`src/rtl/packet_deserializer_pkg.sv`:
```
// Shared packet-framing parameters and state encoding for the serializer/deserializer pair.
package packet_deserializer_pkg;

    localparam int unsigned DEFAULT_PACKET_SIZE = 192;
    localparam int unsigned DEFAULT_SYNC_WIDTH  = 8;
    localparam logic [DEFAULT_SYNC_WIDTH-1:0] DEFAULT_SYNC_WORD = 8'hFF;

    // Framing state: hunting for the sync word, or collecting a packet body
    typedef enum logic {
        HUNT    = 1'b0,
        COLLECT = 1'b1
    } deser_state_e;

endpackage

```
`src/rtl/packet_deserializer_sync_detector.sv`:
```
// Sync-word detector: sliding window over the serial stream, compared against the sync pattern.
module sync_detector #(
    parameter int unsigned SYNC_WIDTH = 8,
    parameter logic [SYNC_WIDTH-1:0] SYNC_WORD = '1
) (
    input  logic clock,
    input  logic reset_n,
    input  logic shift_en,
    input  logic clear,
    input  logic bit_in,
    output logic match_c
);

    // Only the older SYNC_WIDTH-1 bits are stored; the live bit completes the window
    logic [SYNC_WIDTH-2:0] shreg_q;
    logic [SYNC_WIDTH-2:0] shreg_d;
    logic [SYNC_WIDTH-1:0] window;

    assign window  = {shreg_q, bit_in};
    assign match_c = (window == SYNC_WORD);

    // Next shifter contents: clear wins so stale bits never re-trigger a lock
    always_comb begin
        shreg_d = shreg_q;
        if (clear) begin
            shreg_d = '0;
        end else if (shift_en) begin
            shreg_d = window[SYNC_WIDTH-2:0];
        end
    end

    // Shifter register
    always_ff @(posedge clock or negedge reset_n) begin
        if (!reset_n) begin
            shreg_q <= '0;
        end else begin
            shreg_q <= shreg_d;
        end
    end

endmodule

```
`src/rtl/packet_deserializer.sv`:
```
// Serial-to-parallel packet deserializer with sync-word framing and a one-deep output holding register.
module packet_deserializer
    import packet_deserializer_pkg::*;
#(
    parameter int unsigned PACKET_SIZE = DEFAULT_PACKET_SIZE,
    parameter int unsigned SYNC_WIDTH  = DEFAULT_SYNC_WIDTH,
    parameter logic [SYNC_WIDTH-1:0] SYNC_WORD = SYNC_WIDTH'(DEFAULT_SYNC_WORD)
) (
    input  logic                   clock,
    input  logic                   reset_n,
    input  logic                   bit_in,
    input  logic                   bit_valid,
    output logic [PACKET_SIZE-1:0] packet_out,
    output logic                   packet_valid,
    input  logic                   packet_ready,
    output logic                   sync_lock,
    output logic                   overflow
);

    localparam int unsigned CNT_W = $clog2(PACKET_SIZE + 1);

    deser_state_e           state_q, state_d;
    logic [CNT_W-1:0]       cnt_q, cnt_d;
    // The final bit is appended on the fly, so the shifter holds PACKET_SIZE-1 bits
    logic [PACKET_SIZE-2:0] pkt_sh_q, pkt_sh_d;
    logic [PACKET_SIZE-1:0] packet_out_q, packet_out_d;
    logic                   packet_valid_q, packet_valid_d;
    logic                   overflow_q, overflow_d;

    logic                   hunt_shift_c;
    logic                   sync_clear_c;
    logic                   match_c;
    logic                   handshake_c;
    logic [CNT_W-1:0]       cnt_inc_c;
    logic [PACKET_SIZE-1:0] pkt_next_c;

    assign hunt_shift_c = bit_valid && (state_q == HUNT);
    assign handshake_c  = packet_valid_q && packet_ready;
    assign cnt_inc_c    = cnt_q + CNT_W'(1);
    assign pkt_next_c   = {pkt_sh_q, bit_in};

    sync_detector #(
        .SYNC_WIDTH (SYNC_WIDTH),
        .SYNC_WORD  (SYNC_WORD)
    ) u_sync_detector (
        .clock    (clock),
        .reset_n  (reset_n),
        .shift_en (hunt_shift_c),
        .clear    (sync_clear_c),
        .bit_in   (bit_in),
        .match_c  (match_c)
    );

    // Next-state: framing FSM, bit counter, packet shifter and output holding register
    always_comb begin
        state_d        = state_q;
        cnt_d          = cnt_q;
        pkt_sh_d       = pkt_sh_q;
        packet_out_d   = packet_out_q;
        packet_valid_d = packet_valid_q;
        overflow_d     = 1'b0;
        sync_clear_c   = 1'b0;

        if (handshake_c) begin
            packet_valid_d = 1'b0;
        end

        unique case (state_q)
            HUNT: begin
                if (bit_valid && match_c) begin
                    state_d  = COLLECT;
                    pkt_sh_d = (PACKET_SIZE-1)'(SYNC_WORD);
                    cnt_d    = CNT_W'(SYNC_WIDTH);
                end
            end
            COLLECT: begin
                if (bit_valid) begin
                    pkt_sh_d = pkt_next_c[PACKET_SIZE-2:0];
                    cnt_d    = cnt_inc_c;
                    if (cnt_inc_c == CNT_W'(PACKET_SIZE)) begin
                        state_d      = HUNT;
                        cnt_d        = '0;
                        sync_clear_c = 1'b1;
                        // A slot is free if empty or being drained this very cycle
                        if (!packet_valid_q || handshake_c) begin
                            packet_out_d   = pkt_next_c;
                            packet_valid_d = 1'b1;
                        end else begin
                            overflow_d = 1'b1;
                        end
                    end
                end
            end
            default: begin
                state_d = HUNT;
            end
        endcase
    end

    // State and output registers
    always_ff @(posedge clock or negedge reset_n) begin
        if (!reset_n) begin
            state_q        <= HUNT;
            cnt_q          <= '0;
            pkt_sh_q       <= '0;
            packet_out_q   <= '0;
            packet_valid_q <= 1'b0;
            overflow_q     <= 1'b0;
        end else begin
            state_q        <= state_d;
            cnt_q          <= cnt_d;
            pkt_sh_q       <= pkt_sh_d;
            packet_out_q   <= packet_out_d;
            packet_valid_q <= packet_valid_d;
            overflow_q     <= overflow_d;
        end
    end

    assign packet_out   = packet_out_q;
    assign packet_valid = packet_valid_q;
    assign overflow     = overflow_q;
    assign sync_lock    = (state_q == COLLECT);

endmodule

```
`config.mk`:
```
export PLATFORM = sky130hd
export DESIGN_NAME = packet_deserializer
export DESIGN_NICKNAME = d
export VERILOG_FILES = /design/src/rtl/packet_deserializer_pkg.sv /design/src/rtl/packet_deserializer_sync_detector.sv /design/src/rtl/packet_deserializer.sv
export SDC_FILE = /design/constraint.sdc
export NUM_CORES = 1
export LEC_CHECK = 0
export CAP_MARGIN = 0
export CORE_UTILIZATION = 59
export DETAILED_ROUTE_END_ITERATION = 10
export PLACE_DENSITY = 0.95
export SLEW_MARGIN = 10
export SYNTH_ARGS = -nofsm -noshare
export SYNTH_HDL_FRONTEND = slang
export SYNTH_HIERARCHICAL = 1
export SYNTH_SLANG_ARGS = --single-unit
```
`constraint.sdc`:
```
create_clock -name clock -period 3.7 [get_ports clock]
set_clock_uncertainty 0.15 [all_clocks]
set_input_delay 0.37 -clock clock [delete_from_list [all_inputs] [get_ports clock]]
set_output_delay 0.37 -clock clock [all_outputs]
set_load 0.005 [all_outputs]
```
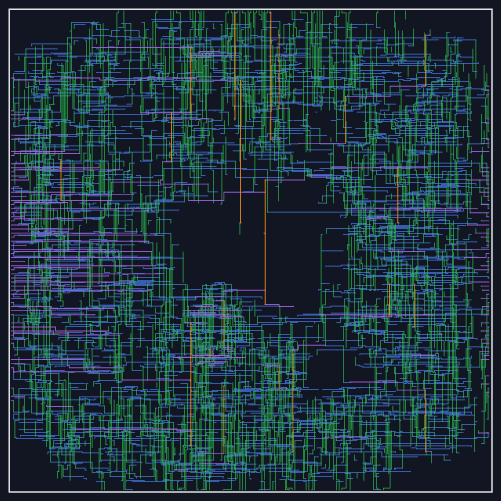
(run_1/wires.png)
Scale: 3 px per um.
| color | layer | wire length |
|---|---|---|
| orange | metal 4 | 462 um |
| purple | metal 3 | 2150 um |
| green | metal 2 | 14400 um |
| blue | metal 1 | 12800 um |
Global Route Usage Sum: 24.2%
drt wl/cell: 20.4 um
via count: 8678
routed wire length: 29800 um

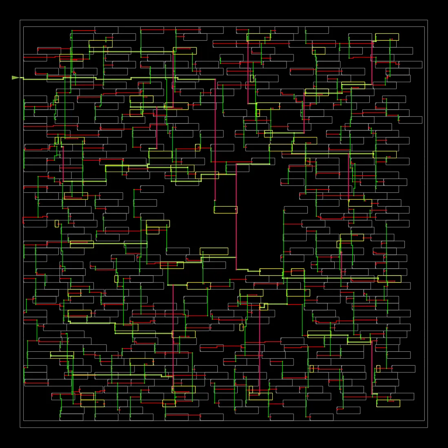
(run_1/clocks.png)
clock-net power: 0.00380 W
Latency at later pin: 0.52 ns

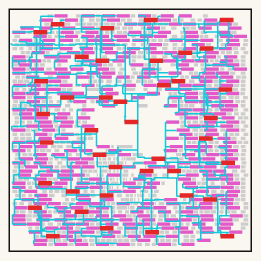
(run_1/clk_routes.png)
Scale: 1.5 px per um.
[red] clock drivers | count: 40
[magenta] flip-flops | count: 401
[cyan] clock wires | length: 4260 um
routed clock nets: 41
flops lie: widely spread
Clk pwr share: 42.5%

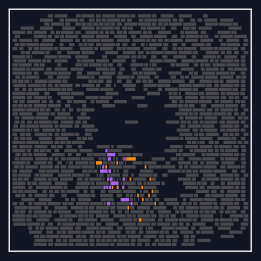
(run_1/logic_types.png)
Scale: 1.5 px per um.
| color | family | cells | most used |
|---|---|---|---|
| orange | nor cells | 17 | nor2_1 |
| purple | aoi and oai cells | 18 | o21ai_0 |
Final Non-Filler Cells: 1461
most frequent logic cell in the layout: dfrtp_1
Comb area share: 23.9%

==> metrics.csv, run 1 <==
stage,metric,value,unit
status,outcome,"finished, final reports clean",
cells_and_area,Largest register FFs,192,
logic_synthesis,fraction of registers with async set/reset,100,%
cells_and_area,seq_cells,401,
logic_synthesis,syn nets,932,
cells_and_area,Top Layout Cells,"dfrtp_1 (401), clkdlybuf4s50_1 (198), a22o_1 (183)",
routing,vias per cell,5.94,
critical_path,worst r2r path cells,7,
job,maxcap violations,0,
floorplan,num tapcells,324,
pwr,sw frac,23.2,%
critical_path,Critical path origin,cnt_q[0]$_DFFE_PN0P_,
global_route,largest net degree at the start of global routing,110,
routing,M1 wire length,12800,um
critical_path,reg2reg end,packet_out[54]$_DFFE_PN0P_,
critical_path,peak fanout along the critical path,96,
cells_and_area,number of clock buffers in the layout,59,
clock_network,clock-pin slew on the worst setup and hold paths,0.06,ns
cells_and_area,Filler Cell Count,1415,
floorplan,FP Core Util,60.5,%
routing,TritonRoute pass-1 iters,5,
logic_synthesis,Most common reg cell,dfrtp_1,
clock_network,H-tree levels,2,
cells_and_area,"Clock buffers and inverters, area share",6.72,%
floorplan,core area,24500,um2
pwr,Int Power,0.00687,W
global_route,first-pass GRT wire length,50000,um
critical_path,Crit path depth,7,
cells_and_area,non-clock inverter count,2,
logic_synthesis,Top non-seq family,multiplexers,
floorplan,die area,25700,um2
critical_path,launching point of the worst reg2reg path,cnt_q[0]$_DFFE_PN0P_,
cells_and_area,flop share of the area,55.2,%
final_timing,PnR worst setup slack,0.650,ns
final_timing,unrepaired setup endpoints after global routing,no,
==> run_1/power_grid.png <==
Scale: 2 px per um. Pins as bars on the die edge.
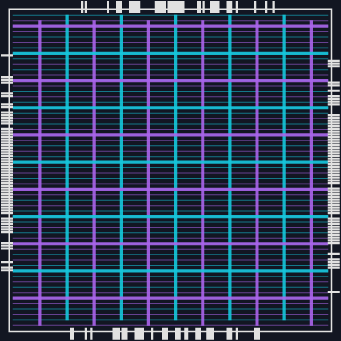

==> inputs of run 2 (changes only) <==
Settings changed: CORE_UTILIZATION 59 to 49, PLACE_DENSITY 0.95 to 0.85.
Clock period 3.7 ns to 2.57 ns, I/O delays scaled along.
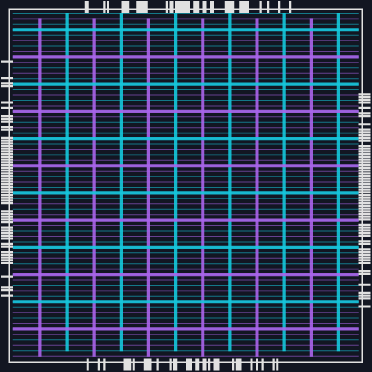
(run_2/power_grid.png)
Scale: 2 px per um. Pins as bars on the die edge.
| color | net |
|---|---|
| cyan | VDD |
| purple | VSS |
met1 rails: 64
met4 straps: 12
signal pins: 200
met5 straps: 12
VDD IR max: 0.000564 V
Chip Width: 176 um
die height: 176 um
core area: 29600 um2

==> metrics.csv, run 2 <==
stage,metric,value,unit,change
final_timing,unrepaired setup endpoints after global routing,yes,,
pwr,sw frac,23.7,%,+0.57 points
critical_path,peak fanout along the critical path,5,,-95%
logic_synthesis,fraction of registers with async set/reset,100,%,unchanged
status,outcome,"finished, violations left",,
status,failing checks,setup timing,,
cells_and_area,Filler Cell Count,1956,,+38%
routing,routed wire length,34300,um,+15%
critical_path,launching point of the worst reg2reg path,cnt_q[1]$_DFFE_PN0P_,,
global_route,Global Route Usage Sum,20.5,%,-3.7 points
cells_and_area,Largest register FFs,192,,unchanged
global_route,first-pass GRT wire length,50900,um,+2.0%
routing,M1 wire length,14900,um,+16%
cells_and_area,seq_cells,401,,unchanged
critical_path,worst r2r path cells,9,,+2
logic_synthesis,Top non-seq family,multiplexers,,
floorplan,num tapcells,390,,+20%
global_route,largest net degree at the start of global routing,88,,-20%
cells_and_area,Comb area share,25.0,%,+1.1 points
floorplan,die area,30900,um2,+20%
critical_path,Crit path depth,9,,+2
routing,drt wl/cell,21.7,um,+6.1%
job,maxcap violations,0,,unchanged
cells_and_area,Top Layout Cells,"dfrtp_1 (401), clkdlybuf4s50_1 (198), a22o_1 (183)",,
pwr,Int Power,0.0101,W,+47%
cells_and_area,most frequent logic cell in the layout,dfrtp_1,,
final_timing,Final setup viols,94,,
logic_synthesis,syn nets,932,,unchanged
routing,via count,9059,,+4.4%
final_timing,PnR worst setup slack,-0.0647,ns,-0.715 ns
critical_path,reg2reg end,packet_out[156]$_DFFE_PN0P_,,
routing,TritonRoute pass-1 iters,4,,-1
clock_network,Latency at later pin,0.52,ns,about the same
critical_path,Critical path origin,cnt_q[1]$_DFFE_PN0P_,,
pwr,clock-net power,0.00567,W,+49%
cells_and_area,non-clock inverter count,2,,unchanged
==> run_2/clk_routes.png <==
Scale: 1.5 px per um.
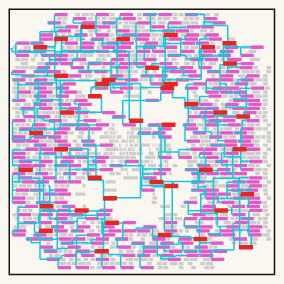

==> inputs of run 3 (changes only) <==
Settings changed: CORE_UTILIZATION 49 to 55, PLACE_DENSITY 0.85 to 0.9.
Clock period 2.57 ns to 2.5 ns, I/O delays scaled along.
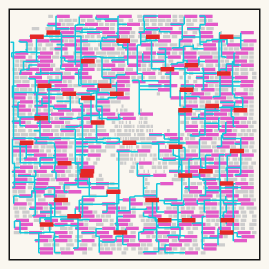
(run_3/clk_routes.png)
Scale: 1.5 px per um.
[red] clock drivers | count: 40
[magenta] flip-flops | count: 401
[cyan] clock wires | length: 4370 um
flops lie: widely spread
Clk pwr share: 43.2%
clock-net power: 0.00588 W

==> metrics.csv, run 3 <==
stage,metric,value,unit,change
critical_path,Critical path origin,cnt_q[1]$_DFFE_PN0P_,,
cells_and_area,Top Layout Cells,"dfrtp_1 (398), clkdlybuf4s50_1 (198), a22o_1 (183)",,
routing,drt wl/cell,22.7,um,+4.7%
critical_path,CP required,2.74,ns,
cells_and_area,fin util,74.4,%,
cells_and_area,Reg area,10000,um2,
cells_and_area,"Design Area, Final",19500,um2,
final_timing,unrepaired setup endpoints after global routing,yes,,
cells_and_area,Comb area share,24.4,%,-0.60 points
routing,drt drc,14,,
global_route,first-pass GRT wire length,50900,um,about the same
logic_synthesis,Top non-seq family,multiplexers,,
critical_path,reg2reg end,packet_out[132]$_DFFE_PN0P_,,
cells_and_area,Final Non-Filler Cells,1526,,
logic_synthesis,Top cells by area,"dfrtp_1 (68%), mux2_1 (14%), a22o_1 (11%)",,
status,outcome,"finished, violations left",,
floorplan,core area,26200,um2,-12%
routing,routed wire length,34600,um,+0.86%
final_timing,Final setup viols,123,,+31%
critical_path,launching point of the worst reg2reg path,cnt_q[1]$_DFFE_PN0P_,,
routing,via count,9072,,+0.14%
clock_network,hold buffers post-CTS,1,,
final_timing,PnR worst setup slack,-0.0860,ns,-0.0212 ns
floorplan,die area,27600,um2,-11%
global_route,met2 Track Usage GR,37.3,%,
cells_and_area,seq_cells,401,,unchanged
cells_and_area,most frequent logic cell in the layout,dfrtp_1,,
routing,TritonRoute pass-1 iters,7,,+3
clock_network,Latency at later pin,0.52,ns,about the same
critical_path,peak fanout along the critical path,12,,+7
floorplan,Chip Width,166,um,-5.5%
floorplan,num tapcells,335,,-14%
global_route,Global Route Usage Sum,22.9,%,+2.4 points
floorplan,die height,166,um,-5.5%
pwr,VDD IR max,0.000582,V,+3.3%
status,failing checks,"DRC, setup timing",,
critical_path,"delay-heaviest family, CP",AND-OR/OR-AND gates,,
logic_synthesis,most common cell in the netlist,dfrtp_1,,
cells_and_area,n_diodes,0,,
pwr,sw frac,23.5,%,-0.25 points
cells_and_area,Largest register FFs,192,,unchanged
critical_path,Crit path depth,9,,unchanged
pwr,Int Power,0.0104,W,+3.1%
routing,M1 wire length,14400,um,-3.4%
global_route,largest net degree at the start of global routing,97,,+10%
critical_path,"slowest stage delay, CP",0.44,ns,
job,maxcap violations,0,,unchanged
cells_and_area,"Largest area class, layout",flip-flops and latches,,
cells_and_area,non-clock inverter count,2,,unchanged
critical_path,worst r2r path cells,9,,unchanged
logic_synthesis,fraction of registers with async set/reset,100,%,unchanged
cells_and_area,Filler Cell Count,1519,,-22%
logic_synthesis,syn nets,932,,unchanged
Power and IR drop assume default switching activity.
